### config.mk
export PLATFORM = sky130hd
export DESIGN_NAME = sprite_line_renderer
export DESIGN_NICKNAME = d
export VERILOG_FILES = /design/src/rtl/sprite_line_renderer_pkg.sv /design/src/rtl/sprite_fetch_ctrl.sv /design/src/rtl/sprite_line_renderer.sv
export SDC_FILE = /design/constraint.sdc
export NUM_CORES = 1
export LEC_CHECK = 0
export ABC_CLOCK_PERIOD_IN_PS = 4850
export CORE_UTILIZATION = 47
export CTS_CLUSTER_SIZE = 24
export DETAILED_ROUTE_END_ITERATION = 8
export GPL_ROUTABILITY_DRIVEN = 0
export PLACE_DENSITY = 0.79
export SYNTH_ARGS = -nofsm -noshare
export SYNTH_HDL_FRONTEND = slang
export SYNTH_SLANG_ARGS = --single-unit
### constraint.sdc
create_clock -name clk -period 4.85 [get_ports clk]
set_input_delay 1.2125 -clock clk [delete_from_list [all_inputs] [get_ports clk]]
set_output_delay 1.2125 -clock clk [all_outputs]
set_load 0.02 [all_outputs]
### src/rtl/sprite_line_renderer_pkg.sv
// Shared constants and types for the sprite line renderer.
// Orientation codes, sprite geometry, VGA timing, fetch states.
package sprite_line_renderer_pkg;

  typedef enum logic [1:0] {
    UP    = 2'd0,
    RIGHT = 2'd1,
    DOWN  = 2'd2,
    LEFT  = 2'd3
  } orient_t;

  typedef enum logic [1:0] {
    IDLE  = 2'd0,
    ISSUE = 2'd1,
    DRAIN = 2'd2
  } fetch_state_t;

  localparam int SPRITE_W = 8;
  localparam int H_ACTIVE = 640;
  localparam int V_ACTIVE = 480;
  localparam int V_TOTAL  = 525;

  // Line following v, wrapping to 0 after the last line of the frame.
  function automatic logic [9:0] next_line(
    input logic [9:0] v,
    input int         total
  );
    return (int'(v) == total - 1) ? 10'd0 : v + 10'd1;
  endfunction

endpackage

### src/rtl/sprite_fetch_ctrl.sv
// Per-line sprite fetch sequencer: issues one ROM read per slot,
// then tags the returned row with its slot for capture.
module sprite_fetch_ctrl #(
  parameter int SLOTS      = 4,
  parameter int SCALE_LOG2 = 1,
  parameter int LINES      = 525
) (
  input  logic                       clk,
  input  logic                       reset,
  input  logic                       line_start,
  input  logic [9:0]                 vpos,
  input  logic [SLOTS-1:0]           slot_valid,
  input  logic [SLOTS*10-1:0]        slot_x,
  input  logic [SLOTS*10-1:0]        slot_y,
  input  logic [SLOTS*4-1:0]         slot_id,
  input  logic [SLOTS*2-1:0]         slot_orient,
  output logic                       fetch_busy,
  output logic                       rom_read_enable,
  output logic [3:0]                 rom_sprite_ID,
  output logic [2:0]                 rom_line_index,
  output logic [1:0]                 rom_orientation,
  output logic                       cap_valid,
  output logic [$clog2(SLOTS)-1:0]   cap_slot,
  output logic                       cap_hit,
  output logic [9:0]                 cap_x
);
  import sprite_line_renderer_pkg::*;

  localparam int SW = $clog2(SLOTS);
  localparam logic [9:0] SPAN = 10'(SPRITE_W << SCALE_LOG2);

  fetch_state_t  state_q, state_d;
  logic [SW-1:0] cnt_q;
  logic [9:0]    line_q;
  logic          issue, last, hit;
  logic [9:0]    d, cur_x, cur_y;
  logic [3:0]    cur_id;
  logic [1:0]    cur_or;

  assign issue  = (state_q == ISSUE);
  assign last   = (cnt_q == SW'(SLOTS - 1));
  assign cur_x  = slot_x[int'(cnt_q)*10 +: 10];
  assign cur_y  = slot_y[int'(cnt_q)*10 +: 10];
  assign cur_id = slot_id[int'(cnt_q)*4 +: 4];
  assign cur_or = slot_orient[int'(cnt_q)*2 +: 2];
  assign d      = line_q - cur_y;
  assign hit    = issue && slot_valid[cnt_q] && (d < SPAN);

  // State register
  always_ff @(posedge clk or negedge reset) begin
    if (!reset) state_q <= IDLE;
    else        state_q <= state_d;
  end

  // Next-state: trigger only from idle, one cycle per slot, one drain
  always_comb begin
    state_d = state_q;
    unique case (state_q)
      IDLE:    if (line_start) state_d = ISSUE;
      ISSUE:   if (last)       state_d = DRAIN;
      DRAIN:                   state_d = IDLE;
      default:                 state_d = IDLE;
    endcase
  end

  // Slot counter, target line and capture tag for the returning row
  always_ff @(posedge clk or negedge reset) begin
    if (!reset) begin
      cnt_q     <= '0;
      line_q    <= '0;
      cap_valid <= 1'b0;
      cap_slot  <= '0;
      cap_hit   <= 1'b0;
      cap_x     <= '0;
    end else begin
      cnt_q     <= (issue && !last) ? cnt_q + SW'(1) : '0;
      if (state_q == IDLE && line_start)
        line_q  <= next_line(vpos, LINES);
      cap_valid <= issue;
      cap_slot  <= cnt_q;
      cap_hit   <= hit;
      cap_x     <= cur_x;
    end
  end

  // ROM request driven only on a hitting issue cycle
  always_comb begin
    fetch_busy      = (state_q != IDLE);
    rom_read_enable = hit;
    rom_sprite_ID   = hit ? cur_id : 4'd0;
    rom_orientation = hit ? cur_or : 2'd0;
    rom_line_index  = hit ? 3'(d >> SCALE_LOG2) : 3'd0;
  end

endmodule

### src/rtl/sprite_line_renderer.sv
// Sprite line renderer: fetches per-slot sprite rows during hblank
// and composites them against the scan position.
module sprite_line_renderer #(
  parameter int SLOTS      = 4,
  parameter int SCALE_LOG2 = 1,
  parameter int V_TOTAL    = 525
) (
  input  logic                     clk,
  input  logic                     reset,
  input  logic [9:0]               hpos,
  input  logic [9:0]               vpos,
  input  logic                     line_start,
  input  logic [SLOTS-1:0]         slot_valid,
  input  logic [SLOTS*10-1:0]      slot_x,
  input  logic [SLOTS*10-1:0]      slot_y,
  input  logic [SLOTS*4-1:0]       slot_id,
  input  logic [SLOTS*2-1:0]       slot_orient,
  output logic                     rom_read_enable,
  output logic [3:0]               rom_sprite_ID,
  output logic [2:0]               rom_line_index,
  output logic [1:0]               rom_orientation,
  input  logic [7:0]               rom_data,
  output logic                     pixel_on,
  output logic [$clog2(SLOTS)-1:0] pixel_slot,
  output logic                     fetch_busy
);
  import sprite_line_renderer_pkg::*;

  localparam int PW = $clog2(SLOTS);
  localparam logic [9:0] SPAN = 10'(SPRITE_W << SCALE_LOG2);

  logic          cap_valid, cap_hit;
  logic [PW-1:0] cap_slot;
  logic [9:0]    cap_x;

  logic [7:0]       line_buf [SLOTS];
  logic [9:0]       x_q      [SLOTS];
  logic [SLOTS-1:0] hit_q;

  logic          any;
  logic [PW-1:0] first;
  logic [9:0]    c;
  logic [2:0]    idx;

  sprite_fetch_ctrl #(
    .SLOTS      (SLOTS),
    .SCALE_LOG2 (SCALE_LOG2),
    .LINES      (V_TOTAL)
  ) u_fetch (
    .clk             (clk),
    .reset           (reset),
    .line_start      (line_start),
    .vpos            (vpos),
    .slot_valid      (slot_valid),
    .slot_x          (slot_x),
    .slot_y          (slot_y),
    .slot_id         (slot_id),
    .slot_orient     (slot_orient),
    .fetch_busy      (fetch_busy),
    .rom_read_enable (rom_read_enable),
    .rom_sprite_ID   (rom_sprite_ID),
    .rom_line_index  (rom_line_index),
    .rom_orientation (rom_orientation),
    .cap_valid       (cap_valid),
    .cap_slot        (cap_slot),
    .cap_hit         (cap_hit),
    .cap_x           (cap_x)
  );

  // Line buffers: a slot is overwritten only in its own capture cycle
  always_ff @(posedge clk or negedge reset) begin
    if (!reset) begin
      for (int k = 0; k < SLOTS; k++) begin
        line_buf[k] <= 8'hFF;
        x_q[k]      <= '0;
      end
      hit_q <= '0;
    end else if (cap_valid) begin
      line_buf[cap_slot] <= cap_hit ? rom_data : 8'hFF;
      hit_q[cap_slot]    <= cap_hit;
      x_q[cap_slot]      <= cap_x;
    end
  end

  // Compositor: scan high to low so the lowest covering slot wins
  always_comb begin
    any   = 1'b0;
    first = '0;
    c     = '0;
    idx   = '0;
    for (int k = SLOTS - 1; k >= 0; k--) begin
      c   = hpos - x_q[k];
      idx = 3'(c >> SCALE_LOG2);
      if (hit_q[k] && (c < SPAN) && !line_buf[k][idx]) begin
        any   = 1'b1;
        first = PW'(k);
      end
    end
  end

  // Pixel outputs registered one cycle behind hpos
  always_ff @(posedge clk or negedge reset) begin
    if (!reset) begin
      pixel_on   <= 1'b0;
      pixel_slot <= '0;
    end else begin
      pixel_on   <= any;
      pixel_slot <= first;
    end
  end

endmodule
### Track usage over the die, run 1

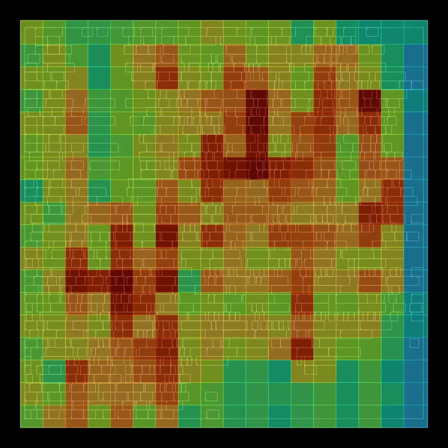
final core utilization: 0.648
met2 usage: 0.440
GRT Total Usage: 0.253
DR WL/cell: 18.6 um
met1 Track Usage GR: 0.306

### Sizing map, run 1

(4 px per um)
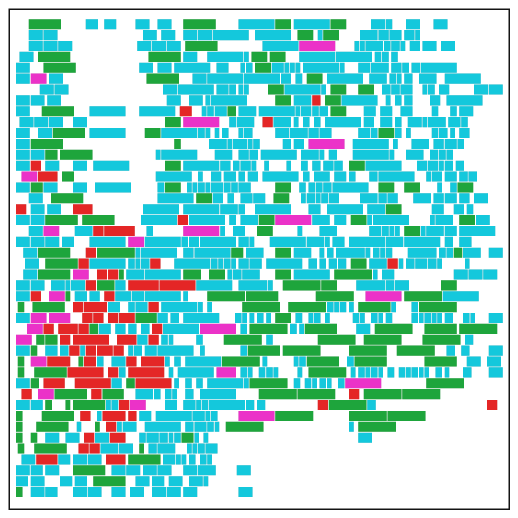
Key: _0 and _1 cells = cyan [cells 624, share 73%, most used clkdlybuf4s50_1]; _3 and _4 cells = red [cells 66, share 7.7%, most used buf_4]; _2 cells = green [cells 141, share 17%, most used mux2_2]; _6 and larger = magenta [cells 23, share 2.7%, most used buf_6]
Area Growth Syn to Fin: 33.9%
Non-CTS buffers: 190
final setup margin: -540 ps
Final Instance Area: 9460 sq um

### Logic cells by family, run 1

(4 px per um)
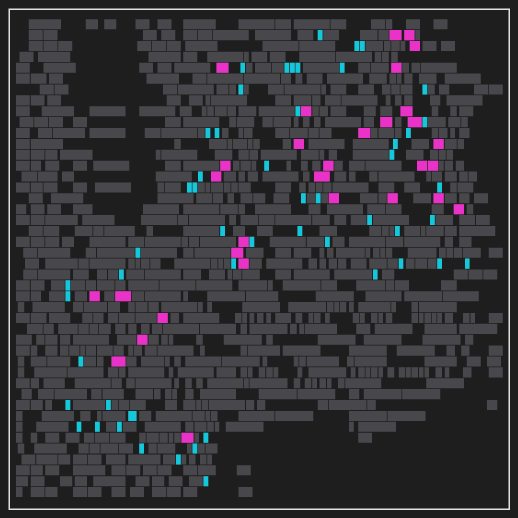
Key: inv cells = cyan [cells 52, most used inv_1, where widely spread]; non-inverting ao/oa cells = magenta [cells 31]
Comb area share: 0.453
most frequent logic cell in the layout: clkdlybuf4s50_1
fin cells: 1038

==> results.sh, run 1 <==
# source this file to load flow results
export IMPL_outcome="finished with violations"
export IMPL_violations="negative setup slack"
export IMPL_vias=6004
export IMPL_reg2regPathDepth=13
export IMPL_cts_path_max_buffers=2
export IMPL_r2r_setup_slack_ps=1470
export IMPL_synth_stat_cells=670
export IMPL_postLayoutSetupSlackWorst_ps=-540
export IMPL_syn_cell_area_sq_um=7060
export IMPL_xor_share=0.0409
export IMPL_overflow=0
export IMPL_ioPinCount=153
export IMPL_grtUsageMet3=0.0507
export IMPL_rows=44
export IMPL_crit_slowest_cell="mux4_2"
export IMPL_min_from="line_buf[21]$_DFFE_PN1P_"
export IMPL_mux_share=0.182
export IMPL_reg2reg_to="u_fetch.cap_hit$_DFF_PN0_"
export IMPL_setup_viol_count_final=10
export IMPL_grt_busiest_layer="met2"
export IMPL_yosys_register_bits=107
export IMPL_hold_class="register to register"
export IMPL_grt_pass1_vias=6335
[run 1: state kept, by name, indices dropped and copies added, names as in the netlist]
name and cells:
hit_q 4, line_buf 32, pixel_on 1, pixel_slot 2, u_fetch.cap_hit 1, u_fetch.cap_slot 2
u_fetch.cap_valid 1, u_fetch.cap_x 10, u_fetch.cnt_q 2, u_fetch.line_q 10, u_fetch.state_q 2, x_q 40
[run 1: area by class of cell]
| cell class | instances | area, sq um |
|---|---|---|
| repair buffers | 190 | 1760 |
| inverters | 52 | 198 |
| clock buffers | 12 | 246 |
| multi-input cells | 489 | 4280 |
| well taps | 184 | 230 |
| flip-flops and latches | 107 | 2720 |
| clock inverters | 4 | 27.5 |
| fillers | 1074 | 5130 |
[run 1: placed cells by master (no fill, tap or decap), types with 5 or more instances in the layout]
cell and count:
dlygate4sd2_1 11, o21a_1 10, nand3b_1 7, buf_6 12
buf_4 39, dfrtp_1 74, ha_1 37, a21oi_1 25
xnor2_1 16, nand2_1 55, xor2_1 17, a31oi_1 7
nor2_1 24, nand3_1 14, mux2i_1 5, clkdlybuf4s15_1 6
mux4_2 34, a21o_1 10, inv_2 6, or3_1 5
nand2b_1 8, nor3_1 13, o21ai_0 57, inv_1 45
ha_4 6, nor2b_1 15, clkbuf_16 9, mux2_2 39
buf_2 9, clkdlybuf4s50_1 109, dfstp_2 32
[run 1: cell families after synthesis]
logic type	count (synthesis)
XOR/XNOR	33
buffers and inverters	74
flip-flops	107
AND-OR/OR-AND	148
multiplexers	80
AND/OR/NAND/NOR	180
adder cells (fa/ha/maj)	48
[run 1: critical path, delay by kind of cell]
| family | cells | cell delay (ps) |
|---|---|---|
| compound gates | 2 | 450 |
| mux | 1 | 460 |
| fa+ha+maj | 1 | 220 |
| simple gates | 4 | 1070 |
| buf+inv | 5 | 760 |
[run 1: power groups by stage]
stage | Sequential [mW] | Clock [mW] | Combinational, mW
2_1_floorplan | 1.54 | 0 | 2.38
3_3_place_gp | 1.64 | 0 | 3.03
3_5_place_dp | 1.67 | 0 | 3.20
4_1_cts | 1.66 | 0.703 | 3.41
5_1_grt | 1.71 | 0.745 | 3.87
6_report | 1.67 | 0.695 | 3.57
[run 1: synth_stat cells (21+ instances only)]
cell     instances  area share
a21oi_1         26       0.018
dfrtp_1         75        0.27
dfstp_2         32        0.12
ha_1            43       0.076
inv_1           52       0.028
mux2_2          39       0.062
mux4_2          34        0.11
nand2_1         57       0.030
nor2_1          27       0.014
nor2b_1         21       0.019
o21ai_0         59       0.042
[run 1: how the worst max path moves through the flow]
stage / from / to / slack, ps
after global placement: slot_y[4] / rom_line_index[1] / -1260
after floorplan: slot_y[32] / rom_line_index[1] / -210
after global routing: slot_y[5] / rom_line_index[1] / -600
after detailed placement: slot_y[34] / rom_line_index[1] / -1280
after CTS: slot_y[32] / rom_line_index[1] / -590
final: slot_y[5] / rom_line_index[1] / -540
[run 1: repair_timing]
action | 4_1_cts | 5_1_grt
setup buffers | 5 | 4
hold buffers | 0 | 0
pin swaps | 18 | 14
endpoints found under the setup margin | 10 | 10
cloned | 1 | 0
resized | 138 | 26
### Metal 2, run 1

(2 px per um) Cells faint in the background.
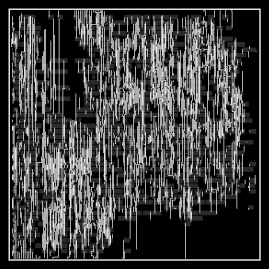

==> run 1 -> run 2 <==
- CORE_UTILIZATION: 47 -> 30
- PLACE_DENSITY: 0.79 -> 0.55
### Metal 2, run 2

(2 px per um) Cells faint in the background.
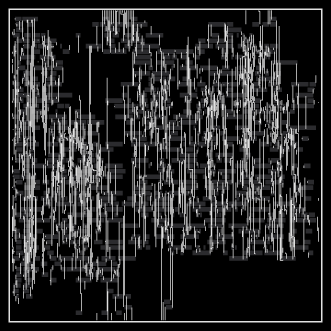
905 nets have wire on it. The layer carries 9410 um of wire. The wires run mostly vertical.
total number of vias: 5721
WL final: 19300 um
met2 usage: 0.286

### The metal 3 layer, run 2

(2 px per um)
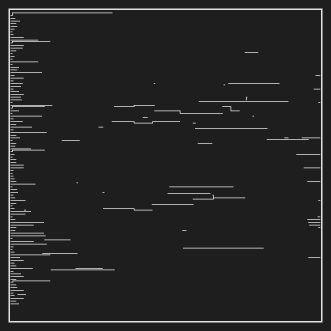
The layer holds 6.2% of the routed length. The longest straight run is 49.9 um. The wires run mostly horizontal. 141 nets have wire on it. The layer carries 1200 um of wire.
GR Util met3: 0.0398

==> results.sh, run 2 <==
# source this file to load flow results
export IMPL_outcome="finished with violations"
export IMPL_violations="negative setup slack"
export IMPL_yosys_register_bits=107
export IMPL_postLayoutSetupSlackWorst_ps=-541
export IMPL_post_drt_wl_per_cell_um=16.5
export IMPL_slew_headroom=0.403
export IMPL_hold_class="register to register"
export IMPL_fillCellCount=2313
export IMPL_largest_area_cell="dfrtp_1"
export IMPL_final_min_clock_period_ps=5390
export IMPL_irDropWorstVdd_v=0.000235
export IMPL_cts_max_level=3
export IMPL_final_cells=1173
export IMPL_path_class="primary input to output port"
export IMPL_clk_latency_ps=360
export IMPL_initial_utilization=0.309
export IMPL_setup_viol_count_final=10
export IMPL_startpoint_type="primary input"
export IMPL_regMostFlops="x_q"
export IMPL_ioPinCount=153
export IMPL_lay_top_count="clkdlybuf4s50_1"
export IMPL_largest_reg_flops=40
export IMPL_reg_largest_list="x_q (40), line_buf (32)"
export IMPL_yosysUniqueCellTypes=61
export IMPL_syn_cell_area_sq_um=7060
export IMPL_die_area_sq_um=24200
export IMPL_ys_top_cells_by_count="75 x dfrtp_1, 59 x o21ai_0, 57 x nand2_1, 52 x inv_1, 43 x ha_1"
export IMPL_topCellsByArea="dfrtp_1 27%, dfstp_2 12%, mux4_2 11%, ha_1 7.6%, mux2_2 6.2%"
export IMPL_synth_stat_cells=670
export IMPL_most_common_cell="dfrtp_1"
export IMPL_crit_top_cell="buf_6"
export IMPL_crit_slowest_cell="or4_4"
export IMPL_grt_setup_unrepaired="true"
export IMPL_cts_path_max_buffers=2
export IMPL_top_area_frac=0.266
export IMPL_final_cell_mix="109 x clkdlybuf4s50_1, 74 x dfrtp_1, 57 x o21ai_0"
export IMPL_rows=55
export IMPL_edf_count=0
export IMPL_numCtsBuffers=9
export IMPL_max_stage_delay_ps=480
export IMPL_critPathCaptureType="output port"
export IMPL_overflow=0
export IMPL_gr_usage_all_layers=0.168
export IMPL_warning_count=30
export IMPL_dp_hpwl_um=15200
export IMPL_grt_pass1_vias=5849
### Sizing map, run 2

(3 px per um)
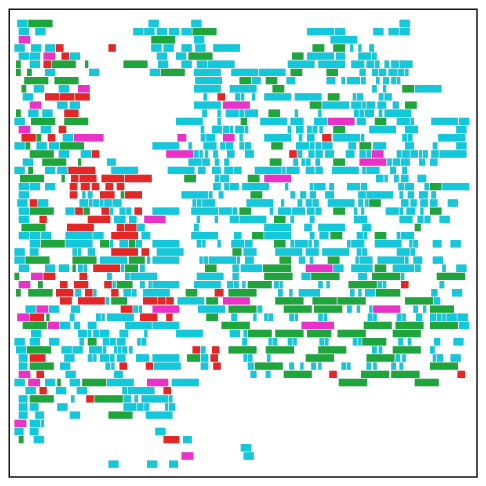
Key: _6 and larger = magenta [cells 30, share 3.5%, most used buf_6]; _0 and _1 cells = cyan [cells 618, share 72%, most used clkdlybuf4s50_1]; _3 and _4 cells = red [cells 74, share 8.6%, most used buf_4]; _2 cells = green [cells 138, share 16%, most used mux2_2]
Non-CTS buffers: 196
final setup margin: -541 ps
Final Instance Area: 9770 sq um
Area Growth Syn to Fin: 38.4%

## run 2: area by class of cell
type / instances / area [sq um] / area share
repair buffers: 196 / 1840 / 0.188
flip-flops and latches: 107 / 2720 / 0.278
clock buffers: 9 / 225 / 0.0230
well taps: 313 / 392 / 0.0401
multi-input cells: 489 / 4320 / 0.442
clock inverters: 7 / 82.6 / 0.00845
inverters: 52 / 198 / 0.0202
## run 2: path summary, 6_finish.rpt
kind / slack (ps) / cells after the start / start / endpoint
max: -540 / 13 / slot_y[32] / rom_line_index[1]
min: 480 / 2 / line_buf[13]$_DFFE_PN1P_ / line_buf[13]$_DFFE_PN1P_
max reg2reg: 1390 / 12 / u_fetch.cnt_q[0]$_DFF_PN0_ / u_fetch.cap_hit$_DFF_PN0_
min reg2reg: 480 / 2 / line_buf[13]$_DFFE_PN1P_ / line_buf[13]$_DFFE_PN1P_
max in group asynchronous: 2990 / 2 / reset / line_buf[27]$_DFFE_PN1P_
min in group asynchronous: 980 / 1 / reset / x_q[21]$_DFFE_PN0P_
## run 2: logic make-up after synthesis
| kind of cell | Yosys count | share of synthesized area |
|---|---|---|
| AOI/OAI and AO/OA | 148 | 0.132 |
| xor gates and xnor gates | 33 | 0.0409 |
| buffers and inverters | 74 | 0.0411 |
| muxes | 80 | 0.182 |
| adders and majority gates | 48 | 0.0903 |
| and+or+nand+nor | 180 | 0.129 |
| DFF | 107 | 0.385 |
## run 2: metrics by stage
step                utilization  cell area [sq um]
CTS                       0.427               9750
finish                    0.428               9770
global route              0.428               9770
detailed placement        0.404               9230
floorplan                     -               7130
global placement          0.404               9230
## run 2: worst max-delay path: cells and delay by family
family	cells	cell delay, ps
adders and majority gates	1	190
buffers and inverters	4	500
AOI/OAI and AO/OA	3	710
and+or+nand+nor	4	1120
muxes	1	460
## run 2: layer usage
layer	vias to the layer above	GRT usage	share of wire
li1	2792	-	-
met3	19	0.0398	0.062
met1	2734	0.215	0.44
met5	-	0	0
met2	176	0.286	0.49
met4	0	0.0359	0.014
## run 2: repair_timing
| action | CTS | global route |
|---|---|---|
| cloned | 1 | 0 |
| pin swaps | 11 | 7 |
| endpoints found under the setup margin | 10 | 10 |
| resized | 171 | 10 |
| hold endpoints to repair | 0 | 0 |
| setup buffers | 5 | 1 |
| hold buffers | 0 | 0 |
## run 2: report_power, final
part / total [mW] / switching (mW) / internal (mW) / leakage (nW)
Clock: 0.769 / 0.359 / 0.410 / 0.151
Combinational: 3.53 / 1.69 / 1.84 / 2.79
Sequential: 1.64 / 0.279 / 1.36 / 1.25
### Logic cells by family, run 2

(3 px per um)
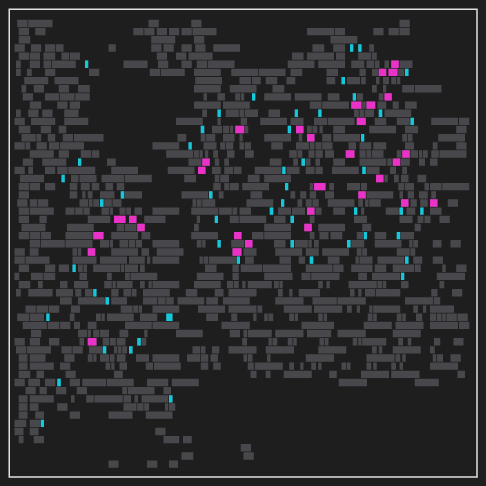

==> run 2 -> run 3 <==
- CAP_MARGIN: unset -> 40
- CTS_BUF_LIST: unset -> sky130_fd_sc_hd__clkbuf_16
### Logic cells by family, run 3

(3 px per um)
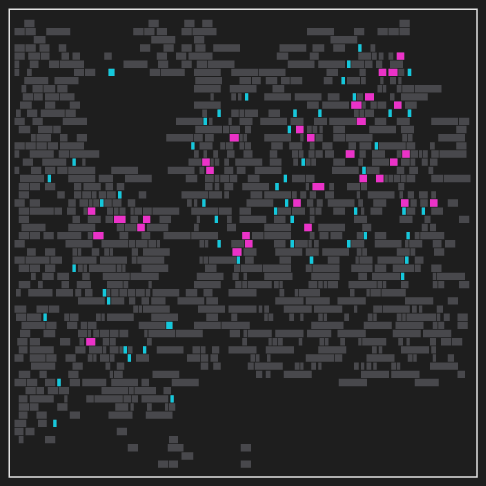
Key: non-inverting ao/oa cells = magenta [cells 31]; inv cells = cyan [cells 52, most used inv_1]
Comb area share: 0.436
fin cells: 1177

### Track usage over the die, run 3

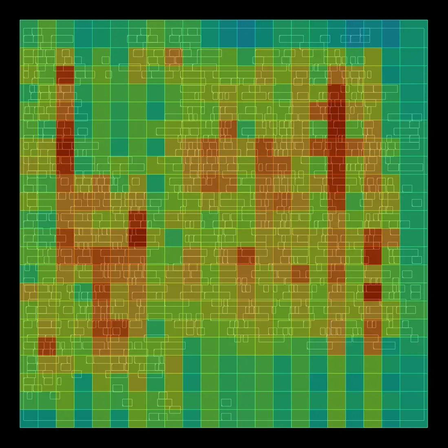
met2 usage: 0.290
layer with the highest usage: met2
GRT Total Usage: 0.170
final core utilization: 0.429
GR Util met3: 0.0443

### Metal 2, run 3

(2 px per um) Cells faint in the background.
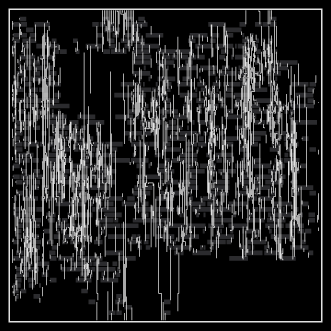
The layer carries 9430 um of wire. The longest straight run is 63.6 um.
WL final: 19500 um
total number of vias: 5777

==> results.sh, run 3 <==
# source this file to load flow results
export IMPL_outcome="finished with violations"
export IMPL_violations="negative setup slack"
export IMPL_min_from="line_buf[4]$_DFFE_PN1P_"
export IMPL_ioPinCount=153
export IMPL_postLayoutSetupSlackWorst_ps=-513
export IMPL_dp_hpwl_um=15400
export IMPL_largest_area_cell="dfrtp_1"
export IMPL_edf_count=0
export IMPL_logic_area_sq_um=4270
export IMPL_hold_class="register to register"
export IMPL_reg2reg_to="u_fetch.cap_hit$_DFF_PN0_"
export IMPL_clkPwrFrac=0.132
export IMPL_largest_reg_flops=40
export IMPL_pwr_share_seq=0.277
export IMPL_final_min_clock_period_ps=5360
export IMPL_regMostFlops="x_q"
export IMPL_seq_area_sq_um=2720
export IMPL_most_common_cell="dfrtp_1"
export IMPL_warning_count=30
export IMPL_startpoint_type="primary input"
export IMPL_whs_path_depth=2
export IMPL_p_sw_frac=0.391
export IMPL_arrival_ps=4150
export IMPL_grt_pass1_vias=5939
export IMPL_post_drt_wl_per_cell_um=16.6
export IMPL_synth_stat_cells=670
export IMPL_initial_utilization=0.309
export IMPL_p_int_mw=3.62
export IMPL_overflow=0
export IMPL_grt_setup_unrepaired="true"
export IMPL_lay_top_count="clkdlybuf4s50_1"
export IMPL_slew_headroom=0.587
export IMPL_reg_largest_list="x_q (40), line_buf (32)"
export IMPL_cts_max_level=3
export IMPL_yosys_register_bits=107
export IMPL_irDropWorstVdd_v=0.000220
export IMPL_whs_endpoint="line_buf[4]$_DFFE_PN1P_"
export IMPL_syn_cell_area_sq_um=7060
export IMPL_cts_path_max_buffers=2
export IMPL_setup_viol_count_final=10
export IMPL_numCtsBuffers=9
export IMPL_reg2regPathDepth=12
export IMPL_clk_latency_ps=360
export IMPL_yosysUniqueCellTypes=61
run 3: power by group through the flow:
stage	sequential (mW)	clock, mW	combinational [mW]
3_3_place_gp	1.64	0	3.24
3_5_place_dp	1.66	0	3.27
4_1_cts	1.65	0.809	3.50
5_1_grt	1.70	0.841	3.89
2_1_floorplan	1.54	0	2.38
6_report	1.64	0.782	3.52
run 3: worst max-delay path, cell delays in order:
cell and delay [ps]:
clkdlybuf4s50_1 400, mux4_2 490, inv_4 90, ha_4 200
buf_4 140, and3_4 180, a221oi_4 260, xnor2_1 100
or4_4 580, buf_12 180, nor3_4 180, buf_6 140
run 3: logic make-up (layout without fill, tap and decap cells):
| family | Yosys count | in the layout | share of synthesized area |
|---|---|---|---|
| adders and majority gates | 48 | 48 | 0.0903 |
| and+or+nand+nor | 180 | 180 | 0.129 |
| xor gates and xnor gates | 33 | 33 | 0.0409 |
| AOI/OAI and AO/OA | 148 | 148 | 0.132 |
| DFF | 107 | 107 | 0.385 |
| muxes | 80 | 80 | 0.182 |
| buffers and inverters | 74 | 268 | 0.0411 |
run 3: per-layer routing:
layer  vias up  share of wire  GRT usage
li1       2804              -          -
met1      2756           0.43      0.213
met2       195           0.48      0.290
met3        22          0.068     0.0443
met4         0          0.017     0.0425
met5         -              0          0
run 3: worst max path at each step:
stage / from / endpoint / depth (start not counted)
floorplan: slot_y[32] / rom_line_index[1] / 11
detailed placement: slot_y[12] / rom_line_index[1] / 13
CTS: slot_y[32] / rom_line_index[1] / 13
global route: slot_y[32] / rom_line_index[1] / 13
global placement: slot_y[12] / rom_line_index[1] / 13
finish: slot_y[18] / rom_line_index[1] / 12
run 3: final cells by class:
cell class,count,area share
Multi-Input combinational cell,489,0.436
Sequential cell,107,0.278
Timing Repair Buffer,200,0.193
Tap cell,313,0.0400
Clock buffer,9,0.0230
Inverter,52,0.0204
Clock inverter,7,0.00946
run 3: timing repair:
| action | CTS | global route |
|---|---|---|
| resized | 170 | 7 |
| endpoints found under the setup margin | 10 | 10 |
| gates cloned | 1 | 0 |
| hold buffers | 0 | 0 |
| setup buffers | 9 | 0 |
| pin swaps | 10 | 2 |
run 3: through the flow:
| stage | hold WS (ps) | std cells | instance area [sq um] | util | TNS (ps) |
|---|---|---|---|---|---|
| 5_1_grt | 495 | 1177 | 9790 | 0.429 | -5080 |
| 6_report | 481 | 1177 | 9790 | 0.429 | -4290 |
| 4_1_cts | 485 | 1177 | 9780 | 0.428 | -4230 |
| 3_5_place_dp | 473 | 1151 | 9260 | 0.405 | -12180 |
| 2_1_floorplan | 398 | 670 | 7130 | - | -1490 |
| 3_3_place_gp | 465 | 1150 | 9230 | 0.404 | -12040 |
Power is estimated from default activity; no workload was simulated.
